===== src/rtl/neopix_pkg.sv =====
// rtl/neopix_pkg.sv - shared types and constants for the NeoPixel frame controller
package neopix_pkg;

    typedef enum logic [2:0] {
        ST_IDLE,
        ST_LEN,
        ST_PIX,
        ST_WAIT_TX,
        ST_DRAIN
    } state_t;

    localparam logic [7:0] CMD_SHOW    = 8'hA5;
    localparam logic [7:0] CMD_CLR_ERR = 8'h5A;

    localparam int ERR_CMD   = 0;
    localparam int ERR_LEN   = 1;
    localparam int ERR_SHORT = 2;
    localparam int ERR_BUSY  = 3;

endpackage


===== src/rtl/sync_2ff.sv =====
// rtl/sync_2ff.sv - two-flop synchronizer, resets to the inactive (high) level
module sync_2ff (
    input  logic clk_i,
    input  logic reset_ni,
    input  logic d_i,
    output logic q_o
);

    logic meta;

    // Two back-to-back flops; both come out of reset high so slave select reads inactive
    always_ff @(posedge clk_i or negedge reset_ni) begin
        if (!reset_ni) begin
            meta <= 1'b1;
            q_o  <= 1'b1;
        end else begin
            meta <= d_i;
            q_o  <= meta;
        end
    end

endmodule


===== src/rtl/neopix_frame_ctrl.sv =====
// rtl/neopix_frame_ctrl.sv - parses SPI frames into pixel RAM writes and serializer start pulses
module neopix_frame_ctrl
    import neopix_pkg::*;
#(
    parameter int MAX_PIXELS = 64,
    parameter int ADDR_W     = $clog2(MAX_PIXELS)
) (
    input  logic              clk_i,
    input  logic              reset_ni,
    input  logic [7:0]        byte_i,
    input  logic              byte_valid_i,
    input  logic              ssel_i,
    input  logic              tx_busy_i,
    output logic              pix_we_o,
    output logic [ADDR_W-1:0] pix_addr_o,
    output logic [23:0]       pix_data_o,
    output logic              tx_start_o,
    output logic [ADDR_W:0]   tx_count_o,
    output logic [3:0]        err_o
);

    localparam logic [7:0]    MAX_N   = 8'(MAX_PIXELS);
    localparam logic [ADDR_W:0] LEN_ONE = (ADDR_W+1)'(1);

    state_t            state;
    logic              ssel_sync;
    logic              active;
    logic [ADDR_W:0]   len_q;
    logic [ADDR_W-1:0] pix_idx;
    logic [1:0]        phase;
    logic [15:0]       asm_q;
    logic              last_pix;

    sync_2ff u_ssel_sync (
        .clk_i    (clk_i),
        .reset_ni (reset_ni),
        .d_i      (ssel_i),
        .q_o      (ssel_sync)
    );

    assign active   = ~ssel_sync;
    assign last_pix = ({1'b0, pix_idx} == (len_q - LEN_ONE));

    // Frame FSM; a byte in the same cycle as an ssel deassert wins, the deassert is seen next cycle
    always_ff @(posedge clk_i or negedge reset_ni) begin
        if (!reset_ni) begin
            state      <= ST_IDLE;
            pix_we_o   <= 1'b0;
            pix_addr_o <= '0;
            pix_data_o <= '0;
            tx_start_o <= 1'b0;
            tx_count_o <= '0;
            err_o      <= '0;
            len_q      <= '0;
            pix_idx    <= '0;
            phase      <= '0;
            asm_q      <= '0;
        end else begin
            pix_we_o   <= 1'b0;
            tx_start_o <= 1'b0;
            case (state)
                ST_IDLE: begin
                    if (byte_valid_i && active) begin
                        if (byte_i == CMD_SHOW) begin
                            if (tx_busy_i) begin
                                err_o[ERR_BUSY] <= 1'b1;
                                state           <= ST_DRAIN;
                            end else begin
                                state <= ST_LEN;
                            end
                        end else if (byte_i == CMD_CLR_ERR) begin
                            err_o <= '0;
                            state <= ST_DRAIN;
                        end else begin
                            err_o[ERR_CMD] <= 1'b1;
                            state          <= ST_DRAIN;
                        end
                    end
                end
                ST_LEN: begin
                    if (byte_valid_i) begin
                        if (byte_i != 8'd0 && byte_i <= MAX_N) begin
                            len_q   <= (ADDR_W+1)'(byte_i);
                            pix_idx <= '0;
                            phase   <= '0;
                            state   <= ST_PIX;
                        end else begin
                            err_o[ERR_LEN] <= 1'b1;
                            state          <= ST_DRAIN;
                        end
                    end else if (!active) begin
                        err_o[ERR_SHORT] <= 1'b1;
                        state            <= ST_IDLE;
                    end
                end
                ST_PIX: begin
                    if (byte_valid_i) begin
                        asm_q <= {asm_q[7:0], byte_i};
                        if (phase == 2'd2) begin
                            phase      <= '0;
                            pix_we_o   <= 1'b1;
                            pix_addr_o <= pix_idx;
                            pix_data_o <= {asm_q, byte_i};
                            pix_idx    <= pix_idx + ADDR_W'(1'b1);
                            if (last_pix) begin
                                state <= ST_WAIT_TX;
                            end
                        end else begin
                            phase <= phase + 2'd1;
                        end
                    end else if (!active) begin
                        err_o[ERR_SHORT] <= 1'b1;
                        state            <= ST_IDLE;
                    end
                end
                ST_WAIT_TX: begin
                    if (!tx_busy_i) begin
                        tx_start_o <= 1'b1;
                        tx_count_o <= len_q;
                        state      <= active ? ST_DRAIN : ST_IDLE;
                    end
                end
                ST_DRAIN: begin
                    if (!active) begin
                        state <= ST_IDLE;
                    end
                end
                default: state <= ST_IDLE;
            endcase
        end
    end

endmodule


===== config.mk =====
export PLATFORM = sky130hd
export DESIGN_NAME = neopix_frame_ctrl
export DESIGN_NICKNAME = d
export VERILOG_FILES = /design/src/rtl/neopix_pkg.sv /design/src/rtl/sync_2ff.sv /design/src/rtl/neopix_frame_ctrl.sv
export SDC_FILE = /design/constraint.sdc
export NUM_CORES = 1
export LEC_CHECK = 0
export ABC_AREA = 1
export CAP_MARGIN = 20
export CORE_AREA = 2 2 78 88
export CTS_CLUSTER_DIAMETER = 60
export DETAILED_ROUTE_END_ITERATION = 10
export DIE_AREA = 0 0 80 90
export PLACE_DENSITY = 0.92
export SLEW_MARGIN = 10
export SYNTH_ARGS = -nofsm -noshare
export SYNTH_HDL_FRONTEND = slang
export SYNTH_SLANG_ARGS = --single-unit

===== constraint.sdc =====
create_clock -name clk_i -period 4.1 [get_ports clk_i]
set_input_delay 0.41 -clock clk_i [delete_from_list [all_inputs] [get_ports clk_i]]
set_output_delay 0.41 -clock clk_i [all_outputs]
set_load 0.005 [all_outputs]

### Cell area per tile, run 1

Drawn at 4 px/µm. The die is cut into 8 by 9 equal tiles; black is low, pale yellow is high, 0 to 100% covered.
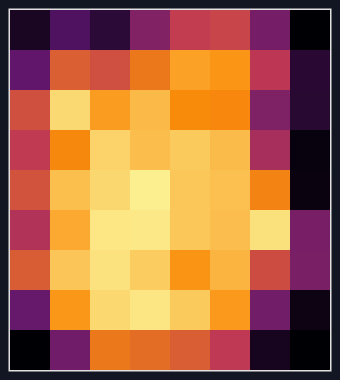
tiles over 75% full	42%
nearly empty tiles	4.2%
fullest tile	97%

### Floorplan with the power grid, run 1

Drawn at 4 px/µm. Pins as bars on the die edge.
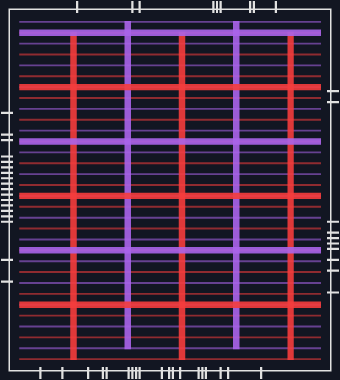
color	net
purple	VDD
red	VSS
met1 rails	32
rows	31
signal pins	56
Placeable Area: 6360 µm²
die outline height: 90 µm
die x size: 80 µm
Peak supply drop: 272 µV

### Clock nets, run 1

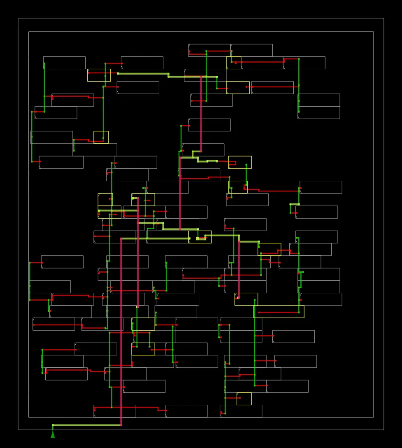
total clock network power: 611 µW
num sequential: 79
setup clock skew after layout: 0.0113 ns

-- run 1: metrics by stage --
stage	cells	cell area (µm²)	power, mW	hold slack [ns]
3_3_place_gp	553	4120	1.09	0.347
4_1_cts	569	4330	1.70	0.233
6_report	569	4330	1.70	0.182
3_5_place_dp	553	4120	1.10	0.347
5_1_grt	569	4330	1.77	0.257
2_1_floorplan	427	3520	1.00	0.114
-- run 1: registers in the layout (all words and copies together) (netlist names) --
signal,flops
phase,2
pix_data_o,24
pix_idx,6
len_q,7
state,3
u_ssel_sync.meta,1
tx_count_o,7
asm_q,16
pix_addr_o,6
err_o,4
pix_we_o,1
u_ssel_sync.q_o,1
tx_start_o,1
-- run 1: power breakdown --
part | internal [mW] | switching (mW)
Combinational | 0.0843 | 0.126
Clock | 0.308 | 0.303
Sequential | 0.831 | 0.0450
Total | 1.22 | 0.474
-- run 1: routing by layer --
layer  part of all wire, %  track usage (%)  up-vias
met5                     0                0        -
met4                   3.7             15.5        0
met3                   5.2             5.82       32
met2                    49             36.2      112
met1                    42             28.9     1428
li1                      -                -     1464
-- run 1: kinds of logic after synthesis --
| group | share of synthesized area (%) |
|---|---|
| xor+xnor | 1.25 |
| buf+inv | 6.79 |
| flops | 56.3 |
| simple gates | 23.8 |
| fa+ha+maj | 0.711 |
| compound gates | 11.2 |
-- run 1: layout by cell type, fill, tap and decap left out --
master	n
nor3_1	6
ha_1	2
a21boi_0	1
dfrtp_1	77
nor3_4	1
o22ai_1	1
nand2_2	1
xnor2_1	2
inv_4	1
clkdlybuf4s50_1	54
o21ai_0	59
buf_4	1
bufinv_16	1
o21bai_1	1
a21oi_1	5
a22oi_1	1
nand4_1	2
clkbuf_8	10
nand2_1	148
clkinv_4	2
o21ai_1	4
nor2_2	2
inv_2	1
inv_6	2
inv_8	1
a21oi_4	1
nor2_1	30
dfstp_2	2
clkinv_2	1
a21o_1	1
nand2_4	1
xor2_1	3
inv_1	46
nand3_1	16
-- run 1: cell type report --
type / count / area (µm²)
Timing Repair Buffer: 55 / 548
Multi-Input combinational cell: 288 / 1300
Tap cell: 82 / 103
Clock inverter: 6 / 76.3
Sequential cell: 79 / 1980
Inverter: 49 / 188
Clock buffer: 10 / 138
Fill cell: 496 / 2030
-- run 1: worst register-to-register path, stage by stage, from the launching register on --
cell and delay (ns):
dfrtp_1 0.47, nor3_4 0.23, nand2_2 0.26, inv_4 0.24
nand2_4 0.29, clkinv_2 0.27, nor2_2 0.07, a21oi_4 0.23
nand2_1 0.09, o21ai_1 0.09
-- run 1: worst min path at each step --
stage / cells after the start / slack (ns) / from / endpoint
global placement: 0 / 0.35 / u_ssel_sync.meta / u_ssel_sync.q_o
floorplan: 0 / 0.11 / reset_ni / asm_q[0]
CTS: 1 / 0.23 / reset_ni / pix_data_o[3]
global route: 1 / 0.26 / reset_ni / pix_data_o[3]
finish: 1 / 0.18 / reset_ni / pix_data_o[3]
detailed placement: 0 / 0.35 / u_ssel_sync.meta / u_ssel_sync.q_o
==> CHANGELOG.md, run 1 <==
### Implementation results

- Final tally of setup violations: 0
- Vias in the first global route: 2937
- Flops out of synthesis: 79
- Cell Pwr Density: 392 nW/µm²
- YS chip area: 3520 µm²
- Area growth from synthesis to layout: 23.1%
- Post-detailed-route DRC marker count: 0
- Diode insertion count for antenna repair: 0
- Final worst path period share: 56.7%
- Floorplan die area: 7200 µm²
- Proportion of layout cells with a drive suffix above 1: 5.75%
- Number of failing hold endpoints at the final stage: 0
- Io pins: 56
- Data arrival time of the critical path: 2.61 ns
- Number of sinks handled by clock tree synthesis: 79
- Leak pwr: 2.13 nW
- Top delay family on crit path: simple AND/OR/NAND/NOR gates
- Antenna-violating nets left: 0
- Start-to-end type of the worst setup path: register to register
- Worst setup timing slack at the placement stage: 1.52 ns
- CTS Buf Count: 9
- Startpoint of the most critical setup path: state[0]
- Final period demand of the worst path: 2.32 ns
- Synthesized area divided by synthesized cell count: 8.24 µm²
- Sort of element at the start of the critical path: register
- Capturing element type of the critical path: register
- Total number of placement rows: 31
- Most common library cells after synthesis: nand2_1 (148), dfrtp_1 (77), o21ai_0 (59), inv_1 (46), nor2_1 (30)
- DRT iter0 DRCs: 244
- First-pass DRT Iterations: 6
- Largest net degree at the start of global routing: 80
- CTS H-tree lvls: 3
- Synth warn: 0
- Top-area cell type share of the netlist area: 54.8%
- Core utilization at floorplan: 55.3%
- Post-synthesis cell type with the largest instance count: nand2_1
- Yosys cell types: 30
- Post-layout util: 68.1%
- Buf+Inv Stages, Crit Path: 2
- TritonCTS clock tree: yes
- Minimum setup slack in the final design: 1.78 ns
- Final weighted congestion in routability-driven placement: 0.926
- Fmax: 0.430 GHz
- Longest Clk Path Bufs: 2
- Status: finished clean
- Cells traversed along the worst timing path: nor3_4 -> nand2_2 -> inv_4 -> nand2_4 -> clkinv_2 -> nor2_2 -> a21oi_4 -> nand2_1 -> o21ai_1
## Run 2: what changed since run 1
--- a/config.mk
+++ b/config.mk
@@ -7,11 +7,11 @@
 export LEC_CHECK = 0
 export ABC_AREA = 1
 export CAP_MARGIN = 20
-export CORE_AREA = 2 2 78 88
+export CORE_AREA = 2 2 85 95
 export CTS_CLUSTER_DIAMETER = 60
 export DETAILED_ROUTE_END_ITERATION = 10
-export DIE_AREA = 0 0 80 90
-export PLACE_DENSITY = 0.92
+export DIE_AREA = 0 0 87 97
+export PLACE_DENSITY = 0.83
 export SLEW_MARGIN = 10
 export SYNTH_ARGS = -nofsm -noshare
 export SYNTH_HDL_FRONTEND = slang
==> constraint.sdc (replaced) <==
create_clock -name clk_i -period 1.9 [get_ports clk_i]
set_input_delay 0.19 -clock clk_i [delete_from_list [all_inputs] [get_ports clk_i]]
set_output_delay 0.19 -clock clk_i [all_outputs]
set_load 0.005 [all_outputs]
==> CHANGELOG.md, run 2 <==
### Implementation results

- Status: finished clean
- Final period demand of the worst path: 1.76 ns (-0.568 ns)
- Floorplan die area: 8440 µm² (+17%)
- Cells traversed along the worst timing path: inv_2 -> ha_2 -> nand2_1 -> nor2_1 -> nand2_1 -> nand2_1 -> nand2_1 -> nor2_1 -> nand2_1 -> a21boi_0 -> o21ai_0
- Top delay family on crit path: simple AND/OR/NAND/NOR gates
- Leak pwr: 2.17 nW (+1.6%)
- Post-CTS setup buffer count: 0
- Post-Synthesis Cells: 427
- Flops out of synthesis: 79 (unchanged)
- CTS Buf Count: 9 (unchanged)
- Most numerous logic cell after layout: nand2_1
- Final worst path period share: 92.5% (+36 points)
- Final tally of setup violations: 0 (unchanged)
- Peak supply drop: 460 µV (+69%)
- Capturing element type of the critical path: register
- Data arrival time of the critical path: 1.98 ns (-0.63 ns)
- Proportion of layout cells with a drive suffix above 1: 7.66% (+1.9 points)
- Mux cell area share after synthesis: 0% (unchanged)
- Number of failing hold endpoints at the final stage: 0 (unchanged)
- Min Hold Slack: 0.239 ns (+0.0572 ns)
- Start-to-end type of the worst setup path: register to register
- Cells on Worst Hold Path: 1
- Post-Place Cell Area: 4200 µm² (+1.9%)
- Largest net degree at the start of global routing: 48 (-40%)
- Total number of vias: 2978
- Longest Clk Path Bufs: 2 (unchanged)
- Number of sinks handled by clock tree synthesis: 79 (unchanged)
- Cell Pwr Density: 808 nW/µm² (+110%)
- Most common library cells after synthesis: nand2_1 (148), dfrtp_1 (77), o21ai_0 (59), inv_1 (46), nor2_1 (30)
- Xor/xnor share of the synthesized area: 1.25% (unchanged)
- Buf+Inv Stages, Crit Path: 1 (-1)
- Die outline height: 97 µm (+7.8%)
- Vias in the first global route: 2871 (-2.2%)
- Setup slack of the worst register-to-register path: 0.14 ns
- Area growth from synthesis to layout: 25.0%
- Final design instance area without fill: 4400 µm² (+1.5%)
- Synth warn: 0 (unchanged)
- Fmax: 0.569 GHz (+32%)
- DRT iter0 DRCs: 242 (-0.82%)
- Simple share: 23.8% (unchanged)
- Io pins: 56 (unchanged)
- Post-synthesis cell type with the largest instance count: nand2_1
- Adder-cell area share of the yosys netlist: 0.711% (unchanged)
- Antenna-violating nets left: 0 (unchanged)
- Leading registers by flop count: pix_data_o (24), asm_q (16)
- Register ranked first by flip-flop count: pix_data_o
- Tool warning count: 26
- Number of filler instances in the final layout: 645 (+30%)
- Die x size: 87 µm (+8.8%)
- First-pass DRT Iterations: 4 (-2)
- Yosys cell types: 30 (unchanged)
- Synth Area in Compound Gates: 11.2% (unchanged)
- YS chip area: 3520 µm² (unchanged)
- Setup clock skew after layout: 0.00661 ns (-0.00469 ns)
- Post-detailed-route DRC marker count: 0 (unchanged)
- Top logic cells by instance count in the layout: nand2_1 (148), dfrtp_1 (77), o21ai_0 (59)
- Dominant combinational family: simple AND/OR/NAND/NOR gates
- Max reg flops: 24 (unchanged)
- CTS H-tree lvls: 3 (unchanged)
- TritonCTS clock tree: yes
[run 2: cell types whose count changed in the layout (fill, tap and decap cells not counted), sizes merged]
cell,before,now
dlygate4sd3,0,1
inv,51,52
bufinv,1,0
buf,1,9
[run 2: power breakdown]
| group | switching [mW] | total [mW] | leakage [nW] | internal, mW |
|---|---|---|---|---|
| Sequential | 0.0946 | 1.89 | 1.02 | 1.79 |
| Combinational | 0.270 | 0.472 | 1.04 | 0.202 |
| Clock | 0.657 | 1.19 | 0.0996 | 0.533 |
[run 2: metrics by stage]
| stage | setup WS [ns] | total power [mW] |
|---|---|---|
| finish | 0.143 | 3.55 |
| floorplan | 0.395 | 2.17 |
| CTS | 0.0897 | 3.58 |
| global route | 0.0202 | 3.73 |
| detailed placement | 0.00277 | 2.39 |
| global placement | 0.149 | 2.36 |
[run 2: path summary, 6_finish.rpt]
check,from,to
max in group asynchronous,reset_ni,pix_idx[3]
min,ssel_i,u_ssel_sync.meta
min reg2reg,u_ssel_sync.meta,u_ssel_sync.q_o
min in group asynchronous,reset_ni,pix_data_o[9]
max,len_q[0],state[1]
max reg2reg,len_q[0],state[1]
[run 2: metal layers]
metal / routed length, µm / GRT usage [%]
met1: 3580 / 26.8
met2: 3970 / 32.1
met3: 325 / 3.50
met4: 123 / 7.81
met5: 0 / 0
[run 2: area by class of cell]
type	count	area, µm²	area share (%)
Inverter	49	188	4.27
Multi-Input combinational cell	288	1300	29.6
Timing Repair Buffer	64	631	14.3
Clock inverter	6	51.3	1.17
Sequential cell	79	1980	45.0
Tap cell	87	109	2.48
Clock buffer	10	138	3.13
[run 2: worst reg2reg max path, delay by kind of cell, from the launching register on]
kind | cells | cell delay [ns]
and+or+nand+nor | 7 | 0.55
DFF | 1 | 0.44
AOI/OAI and AO/OA | 2 | 0.28
adders and majority gates | 1 | 0.23
buffers and inverters | 1 | 0.12
[run 2: timing repair]
item                       4_1_cts  5_1_grt
setup endpoints to repair        0        2
resized                          0        2
hold endpoints to repair        44        0
hold buffers                     1        0
[run 2: logic make-up (layout without fill, tap and decap cells)]
family          Yosys count  count (layout)
compound gates           74              74
xor+xnor                  5               5
fa+ha+maj                 2               2
buf+inv                  60             129
flops                    79              79
simple gates            207             207
### Cell area per tile, run 2

Drawn at 4 px/µm. The die is cut into 9 by 10 equal tiles; black is low, pale yellow is high, 0 to 100% covered.
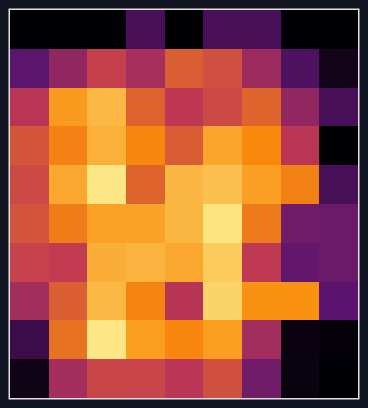
emptiest ninth of the die	upper right
nearly empty tiles	10%
mean over tiles	51%
core utilization at floorplan: 47.6%
post-layout util: 59.5%
Placeable Area: 7390 µm²

### Where the registers sit, run 2

Drawn at 4 px/µm. Other sequential cells in the stronger gray, the rest of the logic in the fainter gray.
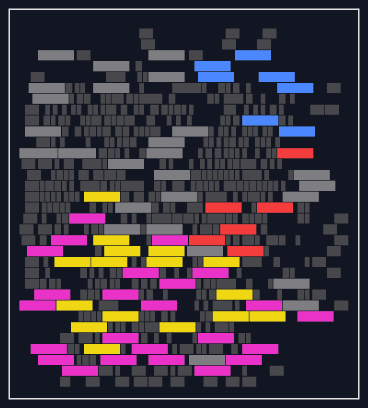
color	name in the netlist	flops
red	`pix_idx`	6
yellow	`asm_q`	16
magenta	`pix_data_o`	24
blue	`tx_count_o`	7
not colored	26

## Run 3: what changed since run 2
--- a/config.mk
+++ b/config.mk
@@ -11,7 +11,10 @@
 export CTS_CLUSTER_DIAMETER = 60
 export DETAILED_ROUTE_END_ITERATION = 10
 export DIE_AREA = 0 0 87 97
+export MAX_ROUTING_LAYER = met4
 export PLACE_DENSITY = 0.83
+export SKIP_CTS_REPAIR_TIMING = 1
+export SKIP_LAST_GASP = 1
 export SLEW_MARGIN = 10
 export SYNTH_ARGS = -nofsm -noshare
 export SYNTH_HDL_FRONTEND = slang
==> CHANGELOG.md, run 3 <==
### Implementation results

- Status: finished clean
- Worst setup timing slack at the placement stage: 0.0579 ns (+0.0552 ns)
- Post-layout util: 60.0% (+0.52 points)
- Number of filler instances in the final layout: 620 (-3.9%)
- Final period demand of the worst path: 1.69 ns (-0.0671 ns)
- First-pass DRT Iterations: 4 (unchanged)
- Die x size: 87 µm (unchanged)
- Start-to-end type of the worst setup path: register to register
- Proportion of layout cells with a drive suffix above 1: 8.02% (+0.35 points)
- Buf+Inv Stages, Crit Path: 1 (unchanged)
- Placeable Area: 7390 µm² (unchanged)
- Post-synthesis cell type with the largest instance count: nand2_1
- Peak supply drop: 579 µV (+26%)
- Post-detailed-route DRC marker count: 0 (unchanged)
- Floorplan die area: 8440 µm² (unchanged)
- Area growth from synthesis to layout: 26.1%
- DRT iter0 DRCs: 260 (+7.4%)
- Startpoint of the most critical setup path: len_q[1]
- Final-layout setup total negative slack: 0 ns
- Cell Pwr Density: 824 nW/µm² (+2.1%)
- Data arrival time of the critical path: 1.92 ns (-0.06 ns)
- TritonCTS clock tree: yes
- Tool warning count: 26 (unchanged)
- Leading registers by flop count: pix_data_o (24), asm_q (16)
- Flops out of synthesis: 79 (unchanged)
- Register ranked first by flip-flop count: pix_data_o
- Worst Min Path Start: ssel_i
- CTS Buf Count: 9 (unchanged)
- Fmax: 0.592 GHz (+4.0%)
- Number of failing hold endpoints at the final stage: 0 (unchanged)
- RR Startpoint: len_q[1]
- YS chip area: 3520 µm² (unchanged)
- Io pins: 56 (unchanged)
- CP Data Required Time: 2.13 ns
- Most common library cells after synthesis: nand2_1 (148), dfrtp_1 (77), o21ai_0 (59), inv_1 (46), nor2_1 (30)
- Total number of vias: 2987 (+0.30%)
- Final tally of setup violations: 0 (unchanged)
- Final worst path period share: 88.9% (-3.5 points)
- Top logic cells by instance count in the layout: nand2_1 (148), dfrtp_1 (77), o21ai_0 (59)
- Largest net degree at the start of global routing: 41 (-15%)
- Minimum setup slack in the final design: 0.210 ns (+0.0671 ns)
- Max reg flops: 24 (unchanged)
- Capturing element type of the critical path: register
- Number of sinks handled by clock tree synthesis: 79 (unchanged)
- Core utilization at floorplan: 47.6% (unchanged)
- Longest Clk Path Bufs: 2 (unchanged)
- Leak pwr: 2.19 nW (+0.87%)
- Post-Synthesis Cells: 427 (unchanged)
- Die outline height: 97 µm (unchanged)
- Top delay family on crit path: simple AND/OR/NAND/NOR gates
- Cells traversed along the worst timing path: inv_1 -> ha_4 -> nand2_1 -> nor2_1 -> nand2_1 -> nand2_1 -> nand2_1 -> nor2_1 -> nand2_1 -> a21boi_0 -> o21ai_0
- Synth warn: 0 (unchanged)
- Yosys cell types: 30 (unchanged)
- Cells on Worst Hold Path: 1 (unchanged)
- CTS H-tree lvls: 3 (unchanged)
## run 3: cell count changes in the layout (fill, tap and decap cells not counted)
cell and change:
ha_4 +1, buf_12 -1, inv_6 -2, clkbuf_1 +1, bufinv_16 +1, inv_8 -1, ha_2 -1, buf_4 +4
clkbuf_8 +1
## run 3: cell families (layout without fill, tap and decap cells)
| group | count (synthesis) | after routing | synth area share [%] |
|---|---|---|---|
| DFF | 79 | 79 | 56.3 |
| adders and majority gates | 2 | 2 | 0.711 |
| and+or+nand+nor | 207 | 207 | 23.8 |
| AOI/OAI and AO/OA | 74 | 74 | 11.2 |
| xor gates and xnor gates | 5 | 5 | 1.25 |
| buffers and inverters | 60 | 132 | 6.79 |
## run 3: worst register-to-register path, stage by stage, from the launching register on
cell	delay, ns
dfrtp_1	0.41
inv_1	0.15
ha_4	0.18
nand2_1	0.08
nor2_1	0.14
nand2_1	0.07
nand2_1	0.06
nand2_1	0.05
nor2_1	0.09
nand2_1	0.09
a21boi_0	0.17
o21ai_0	0.10
## run 3: final cells by class
cell class | count | area, µm² | share of cell area [%]
Sequential cell | 79 | 1980 | 44.6
Multi-Input combinational cell | 288 | 1310 | 29.6
Timing Repair Buffer | 67 | 641 | 14.4
Inverter | 49 | 188 | 4.23
Clock buffer | 12 | 155 | 3.50
Tap cell | 87 | 109 | 2.45
Clock inverter | 4 | 52.6 | 1.18
## run 3: path summary, 6_finish.rpt
path	endpoint	slack (ns)
setup / recovery	state[1]	0.21
hold / removal	u_ssel_sync.meta	0.24
setup reg to reg	state[1]	0.21
hold reg to reg	u_ssel_sync.q_o	0.36
max in group asynchronous	tx_count_o[5]	0.96
min in group asynchronous	asm_q[9]	0.34
## run 3: routing by layer
metal / share of wire (%) / global-route usage, % / up-vias
met5: 0 / - / -
met4: 2.0 / 8.77 / 0
met3: 4.0 / 3.16 / 13
met2: 50 / 32.6 / 74
met1: 44 / 26.5 / 1424
li1: - / - / 1476
## run 3: stage by stage
stage | hold slack (ns) | area, µm²
5_1_grt | 0.242 | 4440
6_report | 0.239 | 4440
4_1_cts | -0.192 | 4410
3_5_place_dp | 0.195 | 4200
2_1_floorplan | -0.106 | 3520
3_3_place_gp | 0.187 | 4200
## run 3: power breakdown
part	internal (mW)	switching (mW)
sequential	1.79	0.0952
combinational	0.205	0.275
clock	0.684	0.602
total	2.68	0.972
### Cell area per tile, run 3

Drawn at 4 px/µm. The die is cut into 9 by 10 equal tiles; black is low, pale yellow is high, 0 to 100% covered.
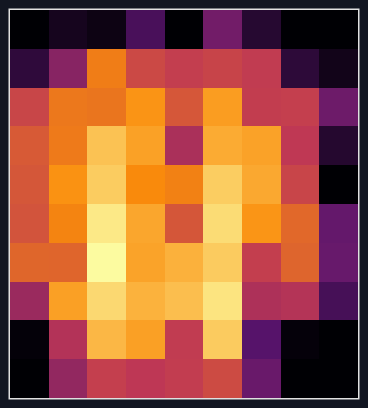
mean over tiles	51%
emptiest ninth of the die	lower right
nearly empty tiles	12%
fullest tile	99%
tiles over 75% full	29%

### The metal 2 layer, run 3

Drawn at 4 px/µm.
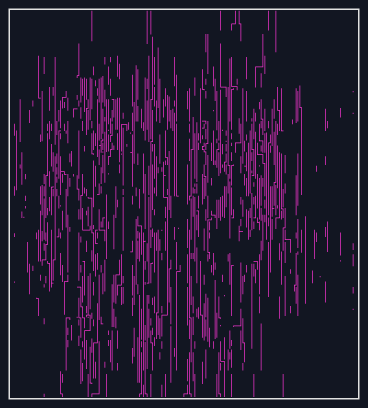
main direction	vertical
longest straight run	34.3 µm
wire length on this layer	3920 µm
nets with wire on the layer	414

No activity file was given, so power comes from the tool's default toggle rates.
